`config.mk`:
```
export PLATFORM = sky130hd
export DESIGN_NAME = load_store_initiator
export DESIGN_NICKNAME = d
export VERILOG_FILES = /design/src/rtl/load_store_initiator.sv
export SDC_FILE = /design/constraint.sdc
export NUM_CORES = 1
export LEC_CHECK = 0
export CAP_MARGIN = 20
export CORE_MARGIN = 2
export CORE_UTILIZATION = 40
export DETAILED_ROUTE_END_ITERATION = 8
export PLACE_DENSITY = 0.73
export SYNTH_ARGS = -nofsm -noshare
export SYNTH_HDL_FRONTEND = slang
export SYNTH_SLANG_ARGS = --single-unit
```
`constraint.sdc`:
```
create_clock -name clk -period 4.17 [get_ports clk]
set_input_delay 0.834 -clock clk [delete_from_list [all_inputs] [get_ports clk]]
set_output_delay 0.834 -clock clk [all_outputs]
set_load 0.01 [all_outputs]
```
`src/rtl/load_store_initiator.sv`:
```
// Load/store initiator: accepts one decoded RV32I memory request, checks it, drives the
// byte-serial memory controller and returns load data to writeback or reports a fault.
module load_store_initiator #(
  parameter int TIMEOUT_CYCLES = 16,
  parameter bit CHECK_ALIGN    = 1'b1
) (
  input  logic        clk,
  input  logic        rst,
  input  logic        req_valid,
  output logic        req_ready,
  input  logic        req_store,
  input  logic [2:0]  req_funct3,
  input  logic [31:0] req_base,
  input  logic [31:0] req_offset,
  input  logic [31:0] req_store_data,
  input  logic [4:0]  req_rd,
  output logic        mem_start,
  output logic [31:0] mem_address,
  output logic [2:0]  mem_mode,
  output logic        mem_write_enable,
  output logic [31:0] mem_write_data,
  input  logic        mem_done,
  input  logic [31:0] mem_read_data,
  input  logic        mem_active,
  output logic        wb_valid,
  output logic [4:0]  wb_rd,
  output logic [31:0] wb_data,
  output logic        fault,
  output logic [1:0]  fault_cause,
  output logic [31:0] fault_addr,
  output logic        busy
);

  localparam logic [2:0] S_IDLE  = 3'd0;
  localparam logic [2:0] S_ISSUE = 3'd1;
  localparam logic [2:0] S_WAIT  = 3'd2;
  localparam logic [2:0] S_RESP  = 3'd3;
  localparam logic [2:0] S_FAULT = 3'd4;

  localparam int              CNT_W    = $clog2(TIMEOUT_CYCLES + 1);
  localparam logic [CNT_W-1:0] CNT_LAST = CNT_W'(TIMEOUT_CYCLES - 1);

  localparam logic [1:0] CAUSE_MIS_LOAD  = 2'd0;
  localparam logic [1:0] CAUSE_MIS_STORE = 2'd1;
  localparam logic [1:0] CAUSE_ILLEGAL   = 2'd2;
  localparam logic [1:0] CAUSE_TIMEOUT   = 2'd3;

  logic [2:0]       state_q, state_d;
  logic [CNT_W-1:0] cnt_q, cnt_d;
  logic [31:0]      addr_q, addr_d;
  logic [2:0]       funct3_q, funct3_d;
  logic             store_q, store_d;
  logic [31:0]      data_q, data_d;
  logic [4:0]       rd_q, rd_d;
  logic [4:0]       wb_rd_q, wb_rd_d;
  logic [31:0]      wb_data_q, wb_data_d;
  logic [1:0]       fault_cause_q, fault_cause_d;
  logic [31:0]      fault_addr_q, fault_addr_d;

  logic [31:0] req_addr;
  logic        funct3_legal;
  logic        misaligned;
  logic        mem_drive;

  // Controller activity is informational only; it never steers this block.
  logic unused_mem_active;
  assign unused_mem_active = mem_active;

  always_comb begin
    // NOTE: every combinational output gets a default first so no path can infer a latch.
    req_addr     = req_base + req_offset;
    funct3_legal = 1'b0;
    case (req_funct3)
      3'b000, 3'b001, 3'b010: funct3_legal = 1'b1;
      3'b100, 3'b101:         funct3_legal = !req_store;
      default:                funct3_legal = 1'b0;
    endcase
    misaligned = CHECK_ALIGN &&
                 (((req_funct3[1:0] == 2'b01) && req_addr[0]) ||
                  ((req_funct3[1:0] == 2'b10) && (req_addr[1:0] != 2'b00)));
  end

  always_comb begin
    state_d       = state_q;
    cnt_d         = '0;
    addr_d        = addr_q;
    funct3_d      = funct3_q;
    store_d       = store_q;
    data_d        = data_q;
    rd_d          = rd_q;
    wb_rd_d       = wb_rd_q;
    wb_data_d     = wb_data_q;
    fault_cause_d = fault_cause_q;
    fault_addr_d  = fault_addr_q;
    case (state_q)
      S_IDLE: begin
        if (req_valid) begin
          addr_d   = req_addr;
          funct3_d = req_funct3;
          store_d  = req_store;
          data_d   = req_store_data;
          rd_d     = req_rd;
          // Illegal funct3 is reported ahead of misalignment.
          if (!funct3_legal) begin
            state_d       = S_FAULT;
            fault_cause_d = CAUSE_ILLEGAL;
            fault_addr_d  = req_addr;
          end else if (misaligned) begin
            state_d       = S_FAULT;
            fault_cause_d = req_store ? CAUSE_MIS_STORE : CAUSE_MIS_LOAD;
            fault_addr_d  = req_addr;
          end else begin
            state_d = S_ISSUE;
          end
        end
      end
      S_ISSUE: state_d = S_WAIT;
      S_WAIT: begin
        if (mem_done) begin
          if (store_q) begin
            state_d = S_IDLE;
          end else begin
            state_d = S_RESP;
            if (rd_q != 5'd0) begin
              wb_rd_d   = rd_q;
              wb_data_d = mem_read_data;
            end
          end
        end else if (cnt_q == CNT_LAST) begin
          state_d       = S_FAULT;
          fault_cause_d = CAUSE_TIMEOUT;
          fault_addr_d  = addr_q;
        end else begin
          cnt_d = cnt_q + 1'b1;
        end
      end
      S_RESP:  state_d = S_IDLE;
      S_FAULT: state_d = S_IDLE;
      default: state_d = S_IDLE;
    endcase
  end

  // NOTE: sequential state uses non-blocking assignments so every flop samples pre-edge values.
  always_ff @(posedge clk) begin
    if (rst) begin
      state_q       <= S_IDLE;
      cnt_q         <= '0;
      addr_q        <= '0;
      funct3_q      <= '0;
      store_q       <= 1'b0;
      data_q        <= '0;
      rd_q          <= '0;
      wb_rd_q       <= '0;
      wb_data_q     <= '0;
      fault_cause_q <= '0;
      fault_addr_q  <= '0;
    end else begin
      state_q       <= state_d;
      cnt_q         <= cnt_d;
      addr_q        <= addr_d;
      funct3_q      <= funct3_d;
      store_q       <= store_d;
      data_q        <= data_d;
      rd_q          <= rd_d;
      wb_rd_q       <= wb_rd_d;
      wb_data_q     <= wb_data_d;
      fault_cause_q <= fault_cause_d;
      fault_addr_q  <= fault_addr_d;
    end
  end

  assign mem_drive        = (state_q == S_ISSUE) || (state_q == S_WAIT);
  assign req_ready        = (state_q == S_IDLE);
  assign busy             = (state_q != S_IDLE);
  assign mem_start        = (state_q == S_ISSUE);
  assign mem_address      = mem_drive ? addr_q   : 32'd0;
  assign mem_mode         = mem_drive ? funct3_q : 3'd0;
  assign mem_write_enable = mem_drive && store_q;
  assign mem_write_data   = mem_drive ? data_q   : 32'd0;
  assign wb_valid         = (state_q == S_RESP) && (rd_q != 5'd0);
  assign wb_rd            = wb_rd_q;
  assign wb_data          = wb_data_q;
  assign fault            = (state_q == S_FAULT);
  assign fault_cause      = fault_cause_q;
  assign fault_addr       = fault_addr_q;

endmodule

```
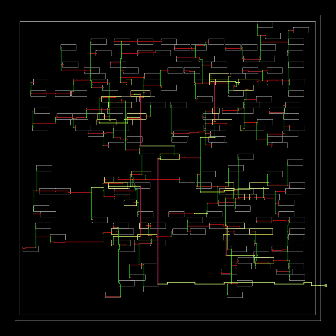
Fig. 1. Clock routing (run 1).
CTS buffer count: 17
Final Skew: 0.00796 ns
Seq cells: 152
TritonCTS Sinks: 152

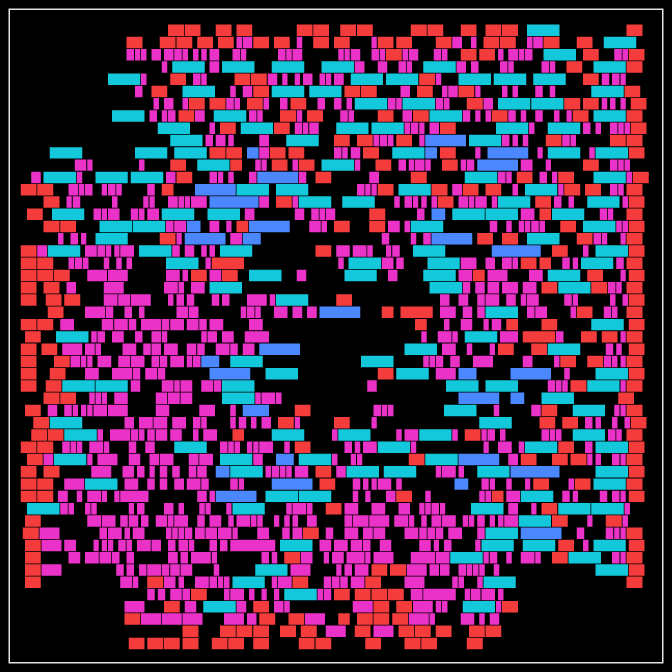
Fig. 2. Cell classes on the final placement (run 1).
registers -> cyan  # cells 152, share of their area 27%
remaining logic cells -> magenta  # cells 818, share of their area 41%
clock drivers and dummy loads -> blue  # cells 32, share of their area 5.6%
remaining buffers and delay cells -> red  # cells 298, share of their area 26%

==> summary.txt, run 1 <==
Physical implementation status

The min-delay analysis places its worst path in the category flop to flop. The worst setup path is captured at a primary output. The maximum achievable frequency stands at around 300 MHz. Per the OpenROAD floorplan log, the height of the die is 145 um. The number of clock buffers in the layout stands at 17.

At the later pin of the worst-skew pair, clock insertion delay measures 0.42 ns. The deepest level of the CTS H-tree stands at 4. The placeable core region stands at between 15,000 and 20,000 sq um. The clock period could shrink to around 3.4 ns. The root buffer cell chosen for the clock tree is sky130_fd_sc_hd__clkbuf_16.

The fraction of synthesis flops using an asynchronous set or reset pin stands at 0%. The power report shows net switching accounting for ~30% of the total. Leaving out fill and tap cells, the most frequent cells in the layout are sky130_fd_sc_hd__clkdlybuf4s50_1 (283), sky130_fd_sc_hd__nand2_1 (269), sky130_fd_sc_hd__dfxtp_1 (152). For this run, the total global-route usage over all layers was measured as a little under a quarter. The post-synthesis chip area from yosys stands at roughly 7900 sq um. The filler cells instantiated in the layout total roughly 1,800. The die width stands at between 100 and 150 um. The number of ports placed on the die boundary stands at roughly 290.

The clock edge transition at the registers on the reported setup and hold paths stands at 0.07 ns. The total die area stands at 20,900 sq um. The worst supply voltage drop on vdd stands at roughly 0.28 mV.

Warnings raised by the tools during the run amount to 27. The worst slack on hold paths stands at around 0.45 ns. The post-synthesis cell area stands at approximately 7900 sq um. The via total after detailed routing stands at 8,032. For this block, the initial DRC count from the detailed router was ~500. The netlist uses 64 different library cells. The synthesized netlist net count stands at approximately 1,200. The part of the power in combinational logic stands at 24.0%. Setup repair after global routing left no endpoint under its margin. Checking max transition, the worst relative margin is roughly a third. The number of diodes added for antenna fixing stands at 0. The non-clock buffer instance count of the final layout stands at roughly 300. For this run, the post-layout net count is roughly 1,500. In this design, the stage delay of the slowest critical-path cell is a little under 0.6 ns. The adder-cell area share of the yosys netlist stands at 5.48%. The number of enable-type register cells in the synthesized netlist stands at 0.

The share of the core filled by cells before placement stands at between 40 and 50%. The total detailed-routing wirelength stands at between 20,000 and 25,000 um. Data arrives at the worst endpoint at about 2.6 ns. The signal on the critical path passes through nor3b_1, nor2_4, buf_12, nor2b_1, clkdlybuf4s50_1. The number of multi-input combinational cells in the layout is 806. For reference, the top logic cell family by area is simple AND/OR/NAND/NOR gates. The number of rows created at floorplan stands at between 50 and 60. The report puts the hold buffer count at CTS at 0. The logic share of the area stands at about two fifths. Per report_power, the clock group accounts for about two fifths of the total. The number of inverters outside the clock class in the layout stands at 12. The logic area stands at about 4600 sq um. The worst setup path is launched from a flop. The cell-mix breakdown from Yosys lists the XOR/XNOR area share as under 10%. The synthesis-to-layout area growth stands at 46.8%. The power per cell area stands at roughly 370 nW/um^2.

The number of antenna violations at the first check in global routing came to 0. Per the Yosys statistics, synthesis produced around 1,000 cells. The design draws ~0.0043 W. The post-synthesis share of cell area spent on and-or and or-and gates stands at 20.5%. The post-synth register bit count is between 150 and 200. The port buffer count stands at 284. The post-route netlist has 5.54% of its cells at a drive strength greater than 1. The power report puts the net switching power at 0.00129 W. Nets still carrying antenna violations after routing amount to 0. The area fraction of clock buffers and clock inverters stands at 5.48%. TritonCTS built the clock tree. The analysis attributes to cell leakage a power of approximately 4.3 nW. Entering global routing, the biggest net connects approximately 90 pins. The warning count from the yosys run stands at 0. The timing report notes that buffer and inverter cells on the critical path total 2. The flow ran to the end, and the final reports show no timing, DRC or antenna violations.

The number of endpoints failing setup at the final stage stands at 0. For this run, the register share of the synthesized area comes to between 30% and 40%. In this run, flip-flops and latches consume between 30% and 40% of the power. The critical path's slowest stage uses the library cell sky130_fd_sc_hd__clkdlybuf4s50_1.

The post-synthesis share of cell area spent on and, or, nand and nor gates stands at between 20 and 30%. Pins over their slew limit in the final report were tallied at 0. The total DRC errors in the routed layout stands at 0. The synthesized instance count stands at around 1,000.

The wire-length estimate of the detail-placed layout is 17,700 um. Leaving out fill and tap cells, the most frequent cell in the layout is sky130_fd_sc_hd__clkdlybuf4s50_1.
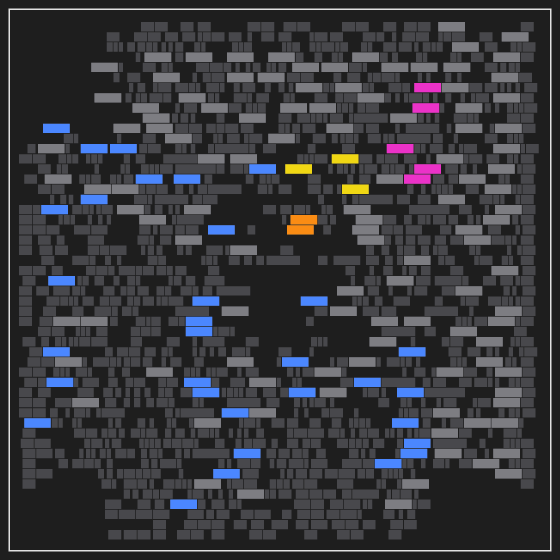
Fig. 3. Sequential cells colored by netlist name (run 1).
Other sequential cells in the stronger gray, the rest of the logic in the fainter gray.
`addr_q` -> blue  # placed flops 32
`fault_cause` -> orange  # placed flops 2
`rd_q` -> magenta  # placed flops 5, where upper right
`funct3_q` -> yellow  # placed flops 3
share of the core filled with cells in the final layout: 59.8%
combined flip-flop and latch cell area: 3040 sq um
fraction of area in registers: 26.2%

run 1: logic make-up (layout without fill, tap and decap cells):
group,count (synthesis),in the layout
AOI/OAI and AO/OA,257,257
xor gates and xnor gates,30,30
adders and majority gates,34,34
buffers and inverters,85,342
DFF,152,152
muxes,3,3
and+or+nand+nor,482,482
run 1: synthesized netlist by cell type (4+ instances only):
cell                       instances  area share [%]
sky130_fd_sc_hd__a211oi_1          4            0.38
sky130_fd_sc_hd__a21o_1           19             1.8
sky130_fd_sc_hd__a21oi_1         134             8.5
sky130_fd_sc_hd__a311oi_1         25             2.8
sky130_fd_sc_hd__a31oi_1           6            0.48
sky130_fd_sc_hd__and2_1            4            0.32
sky130_fd_sc_hd__clkbuf_1         67             3.2
sky130_fd_sc_hd__dfxtp_1         152              39
sky130_fd_sc_hd__ha_1             33             5.2
sky130_fd_sc_hd__inv_1            11            0.52
sky130_fd_sc_hd__nand2_1         270              13
sky130_fd_sc_hd__nand2b_1          8            0.63
sky130_fd_sc_hd__nand3_1          16             1.0
sky130_fd_sc_hd__nand3b_1          6            0.57
sky130_fd_sc_hd__nor2_1           69             3.3
sky130_fd_sc_hd__nor2b_1          74             5.9
sky130_fd_sc_hd__nor3_1            9            0.57
sky130_fd_sc_hd__o211ai_1          6            0.57
sky130_fd_sc_hd__o21a_1            7            0.66
sky130_fd_sc_hd__o21ai_0          23             1.5
sky130_fd_sc_hd__o21bai_1          4            0.38
sky130_fd_sc_hd__xnor2_1          16             1.8
sky130_fd_sc_hd__xor2_1           14             1.6
run 1: routing by layer:
metal  vias to the layer above  GRT usage [%]  share of wire [%]  wire (um)
li1                       4031              -                  -          -
met1                      3669           27.8                 41      10000
met2                       293           40.1                 49      12100
met3                        39           5.43                7.4       1840
met4                         0           9.81                3.1        765
met5                         -              0                  0          0
run 1: flip-flops by register name (all words and copies together) (netlist names):
signal and flops:
addr_q 32, data_q 32, fault_addr 32, wb_data 32
cnt_q 5, rd_q 5, wb_rd 5, funct3_q 3
state_q 3, fault_cause 2, store_q 1
run 1: power groups by stage:
stage	sequential (W)	combinational (W)	clock (W)
global route	0.00166	0.00114	0.00175
finish	0.00164	0.00104	0.00165
CTS	0.00164	0.00104	0.00168
detailed placement	0.00167	0.00104	0
floorplan	0.00168	0.000579	0
global placement	0.00167	0.00102	0
run 1: through the flow:
step / cells / instance area, sq um / setup slack [ns]
final: 1565 / 11600 / 0.753
after global routing: 1565 / 11600 / 0.561
after CTS: 1565 / 11600 / 0.770
after detailed placement: 1533 / 11000 / 0.360
after global placement: 1533 / 11000 / 0.383
after floorplan: 1043 / 7900 / 0.963
run 1: final timing paths:
kind / startpoint / end / depth (start not counted) / slack (ns)
setup / recovery: state_q[0] / mem_address[26] / 5 / 0.75
hold / removal: data_q[28] / data_q[28] / 2 / 0.45
setup reg to reg: state_q[0] / addr_q[26] / 4 / 1.81
hold reg to reg: data_q[28] / data_q[28] / 2 / 0.45
run 1: tightest hold or removal path: stages, from the launching register on:
cell and delay [ns]:
sky130_fd_sc_hd__dfxtp_1 0.31, sky130_fd_sc_hd__nand2_1 0.05, sky130_fd_sc_hd__a21oi_1 0.05
Fig. 4: run 1, selected gate families
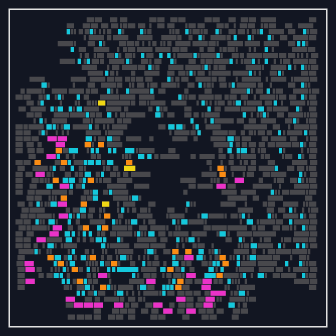

--- run 2 (diff from run 1) ---
PLACE_DENSITY = 0.76   (was 0.73)
clock period = 2.75 ns   (was 4.17 ns; I/O delays follow)
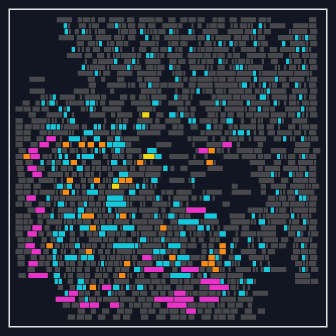
Fig. 5. Selected gate families (run 2).
aoi and oai cells -> cyan  # cells 227, most used a21oi_1, where widely spread
mux cells -> yellow  # cells 3, most used mux2i_1
fa/ha/maj cells -> magenta  # cells 34, most used ha_1
xor and xnor cells -> orange  # cells 30, most used xnor2_1
fraction of area in multi-input gates: 38.2%
number of cells in the finished layout apart from fillers: 1,691
most numerous logic cell after layout: sky130_fd_sc_hd__nand2_1

==> summary.txt, run 2 <==
Physical implementation status

On met2, the global router reports a usage of between 40 and 50%. Summing the areas of all fa, ha and maj instances in the mapped netlist gives roughly 5.5% of the synthesized area. The first-pass GRT wire length stands at roughly 40,000 um.

met3 track demand over resource after global routing is about 4.5%. The pre-antenna-repair detailed-routing pass consisted of 5 iterations. The largest incremental delay on the critical path stands at around 0.36 ns. Entering global routing, the biggest net connects around 64 pins.

Looking at the clock tree report, the H-tree level count equals 4. The starting DRC count in detailed routing stands at around 600. The flow ran to the end, but the final reports show violations.

By instance count after routing, the leading logic cell types are sky130_fd_sc_hd__nand2_1 (269), sky130_fd_sc_hd__clkdlybuf4s50_1 (265), sky130_fd_sc_hd__dfxtp_1 (149). In the Yosys stats the netlist draws on around 64 distinct library cells. Sequential cells were found to cover 38.5% of the synthesized design area.

Per the synthesis report, the dominant area consumer among library cells is sky130_fd_sc_hd__dfxtp_1. The placeable core region stands at 19,400 sq um. The worst setup path is of the input pin to flop kind. The share of the core filled by cells before placement stands at about 40%. Yosys shows that the main logic family after synthesis is simple AND/OR/NAND/NOR gates.

In this run switching power makes up roughly 30% of total power. The synth_stat.txt file lists the number of cells as between 1,000 and 1,500. The internal portion of total power stands at 0.00487 W. The number of placed instances, taps included, is 1,647. After clock tree synthesis, the flow added hold-fix buffers numbering 0.

The number of max-capacitance violations reported stands at 0. Wires add up to 27,400 um. In this run the vertical extent of the chip is between 100 and 150 um. The register area stands at between 3000 and 4000 sq um. The fraction of synthesis flops using an asynchronous set or reset pin stands at 0%. After detailed routing, the number of remaining DRC violations is 0. The min-delay analysis places its worst path in the category flop to flop. In this build the clock could be raised as far as about 350 MHz. Warnings raised by the tools during the run amount to 28. The number of endpoints failing setup at the final stage stands at 3. The shortest clock period the worst path allows after layout stands at between 2 and 3 ns. The clock skew stands at between 0.005 and 0.006 ns. The number of ports placed on the die boundary stands at ~290.

The main area contributors are sky130_fd_sc_hd__dfxtp_1 (39%), sky130_fd_sc_hd__nand2_1 (13%), sky130_fd_sc_hd__a21oi_1 (8.5%). STA puts the critical path data required time at between 3 and 4 ns. For reference, simple AND, OR, NAND and NOR cells occupy between 20 and 30% of the area reported after synthesis. Clock-pin slew was measured on the worst setup and hold paths at about 0.07 ns. The sequential share of power stands at 36.0%. The total die area stands at between 20,000 and 25,000 sq um. The global-route track usage on met1 stands at 29.4%. The die width stands at roughly 140 um. The power report puts the net switching power at about 0.0021 W. The per-cell via count in the routed design stands at 5.16. The relative slew slack stands at approximately half. TritonCTS built the clock tree. The worst setup path is launched from an input pin. Of the total power, combinational logic draws between 20% and 30%. Warnings reported by Yosys during synthesis add up to 0. The cell area that synthesis handed to floorplanning was 7900 sq um. The worst supply voltage drop on vdd stands at around 0.36 mV.

The post-synthesis share of cell area spent on and-or and or-and gates stands at 20.5%. Global routing used approximately 24% of the available tracks across all layers. The final timing report gives a worst setup slack of -0.0774 ns. Routability-driven placement finished with a final weighted congestion of approximately 0.91. The synthesized instance count stands at roughly 1,000.

Sorting the synthesis cell report by count puts at the top sky130_fd_sc_hd__nand2_1. The total design power stands at ~0.0070 W. The script extracted a total leakage power of 5.09 nW. The floorplan has around 51 rows. CTS saw about 150 sinks. Per the synthesis report, the single largest cell type by area occupies between 30% and 40% of cell area. After detailed routing, the average wire length per cell comes to between 15 and 20 um. The synthesized netlist net count stands at ~1,200. The worst setup path is captured at a flop. The via count of the first global-routing pass was ~8,000.

In the final timing run, aggregate negative setup slack is -0.106 ns. The number of antenna violations at the first check in global routing stands at 2. Yosys mapped a number of flops with a built-in enable equal to 0. The count of nets after finishing stands at between 1,500 and 2,000. The clock passes through at most 2 buffers. Per the synth stats, the flop cell with the highest instance count is sky130_fd_sc_hd__dfxtp_1. Along the worst path, the maximum fanout reaches 3. Of the post-synthesis cell area, the part taken by muxes is less than 1%.

The number of buffers created by CTS stands at 17. The data arrival time of the worst path stands at between 3 and 4 ns. The final reports fail on setup timing.

The most numerous cell type found on the critical path is sky130_fd_sc_hd__buf_6. Per the GRT log, the top usage layer is met2. Yosys reports a chip area of about 8000 sq um. The fraction of layout cells with a size suffix above 1 stands at roughly 18%. On the critical path, the stage with the largest delay is an instance of sky130_fd_sc_hd__fa_2. The number of register bits inferred by synthesis stands at 152. The logic area stands at 4990 sq um. The average cell area after synthesis stands at roughly 7.6 sq um. For reference, the final report shows the hold violation count at 0. The worst slack on hold paths stands at between 0.4 and 0.5 ns.

Post-route period utilization is reported as 103%. Counting the fill cells in the layout gives 1,597. The via total after detailed routing stands at just under 9,000.

The critical path goes through dlygate4sd2_1, ha_2, inv_2, fa_2, nand2b_4, a21oi_4, o2111ai_4, buf_6, buf_6, a31oi_4, nor2b_2, o21ai_2, xnor2_1, nand2_1, a311oi_2. By count the netlist is led by sky130_fd_sc_hd__nand2_1 (270), sky130_fd_sc_hd__dfxtp_1 (152), sky130_fd_sc_hd__a21oi_1 (134), sky130_fd_sc_hd__nor2b_1 (74), sky130_fd_sc_hd__nor2_1 (69). The number of pins with negative max-slew slack in the final report stands at 0. Compared with the post-synthesis result, the final layout area differs by 65.3%. Recorded from the global router log, the overflow total was 0. The final antenna-violating net count stands at 0. In this run, the synthesized area fraction spent on xor and xnor cells is recorded as 3.32%.

The port buffer count stands at between 200 and 300. Clock tree synthesis selected as its root buffer the cell sky130_fd_sc_hd__clkbuf_16. Summed over all nets, the half-perimeter wirelength after detailed placement is around 19,000 um. The flow reported a cell area power density of ~530 nW/um^2.

At the pin with the least slew margin, the transition time is around 0.73 ns.
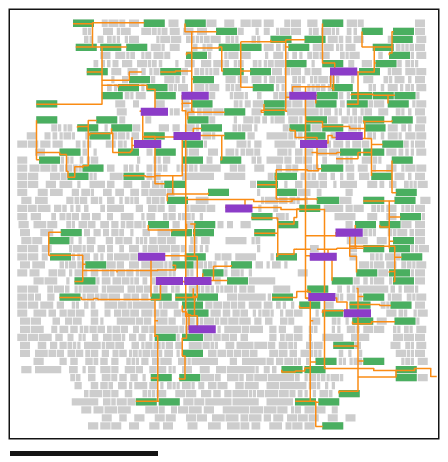
Fig. 6. Clock distribution (run 2).
Scale bar: 50 um.
clock wires -> orange  # length 1,970 um
flip-flops -> green  # count 152
clock-net drivers -> purple  # count 17
flops lie = widely spread
Late-Pin Clk Latency: 0.42 ns
portion of total power attributed to the clock network: 35.4%

run 2: cell type report:
cell class	count	share of cell area (%)
Antenna cell	3	0.0575
Clock buffer	17	3.26
Clock inverter	15	1.47
Inverter	12	0.345
Multi-Input combinational cell	806	38.2
Sequential cell	152	23.3
Tap cell	265	2.54
Timing Repair Buffer	421	30.8
run 2: metal layers:
metal	vias to the layer above	routed length, um
li1	4292	-
met1	4035	11200
met2	329	13600
met3	65	1800
met4	0	803
met5	-	0
run 2: power by group through the flow:
stage | registers (W) | logic, W | clock network [W]
final | 0.00251 | 0.00199 | 0.00247
after floorplan | 0.00254 | 0.000879 | 0
after CTS | 0.00250 | 0.00190 | 0.00249
after detailed placement | 0.00255 | 0.00184 | 0
after global placement | 0.00254 | 0.00182 | 0
after global routing | 0.00252 | 0.00215 | 0.00260
run 2: what timing repair did:
item	CTS	global route
resized	41	57
hold endpoints to repair	0	0
setup endpoints to repair	113	34
buffers inserted	5	4
pin swaps	22	29
run 2: cell families (layout without fill, tap and decap cells):
family / after synthesis / count (layout)
AOI/OAI and AO/OA: 257 / 257
DFF: 152 / 152
xor gates and xnor gates: 30 / 30
muxes: 3 / 3
and+or+nand+nor: 482 / 482
adders and majority gates: 34 / 34
buffers and inverters: 85 / 465
other: 0 / 3
run 2: through the flow:
step	setup WS, ns	instance area (sq um)	utilization, %
global route	-0.117	13100	67.3
floorplan	0.00788	7910	-
global placement	-0.627	11900	61.4
detailed placement	-0.750	11900	61.4
CTS	-0.0124	12700	65.6
finish	-0.0774	13100	67.4
run 2: worst paths after layout:
| check | startpoint | to | slack, ns | depth (start not counted) |
|---|---|---|---|---|
| hold / removal | cnt_q[0] | cnt_q[0] | 0.45 | 1 |
| setup / recovery | req_base[0] | fault_addr[18] | -0.08 | 15 |
| hold reg to reg | cnt_q[0] | cnt_q[0] | 0.45 | 1 |
| setup reg to reg | cnt_q[0] | fault_addr[31] | 0.47 | 11 |
run 2: worst max-delay path, delay by kind of cell:
kind | cells | cell delay [ns]
simple gates | 3 | 0.38
xor+xnor | 1 | 0.18
compound gates | 5 | 0.96
fa+ha+maj | 2 | 0.54
buf+inv | 4 | 0.55
Power and IR drop assume default switching activity.
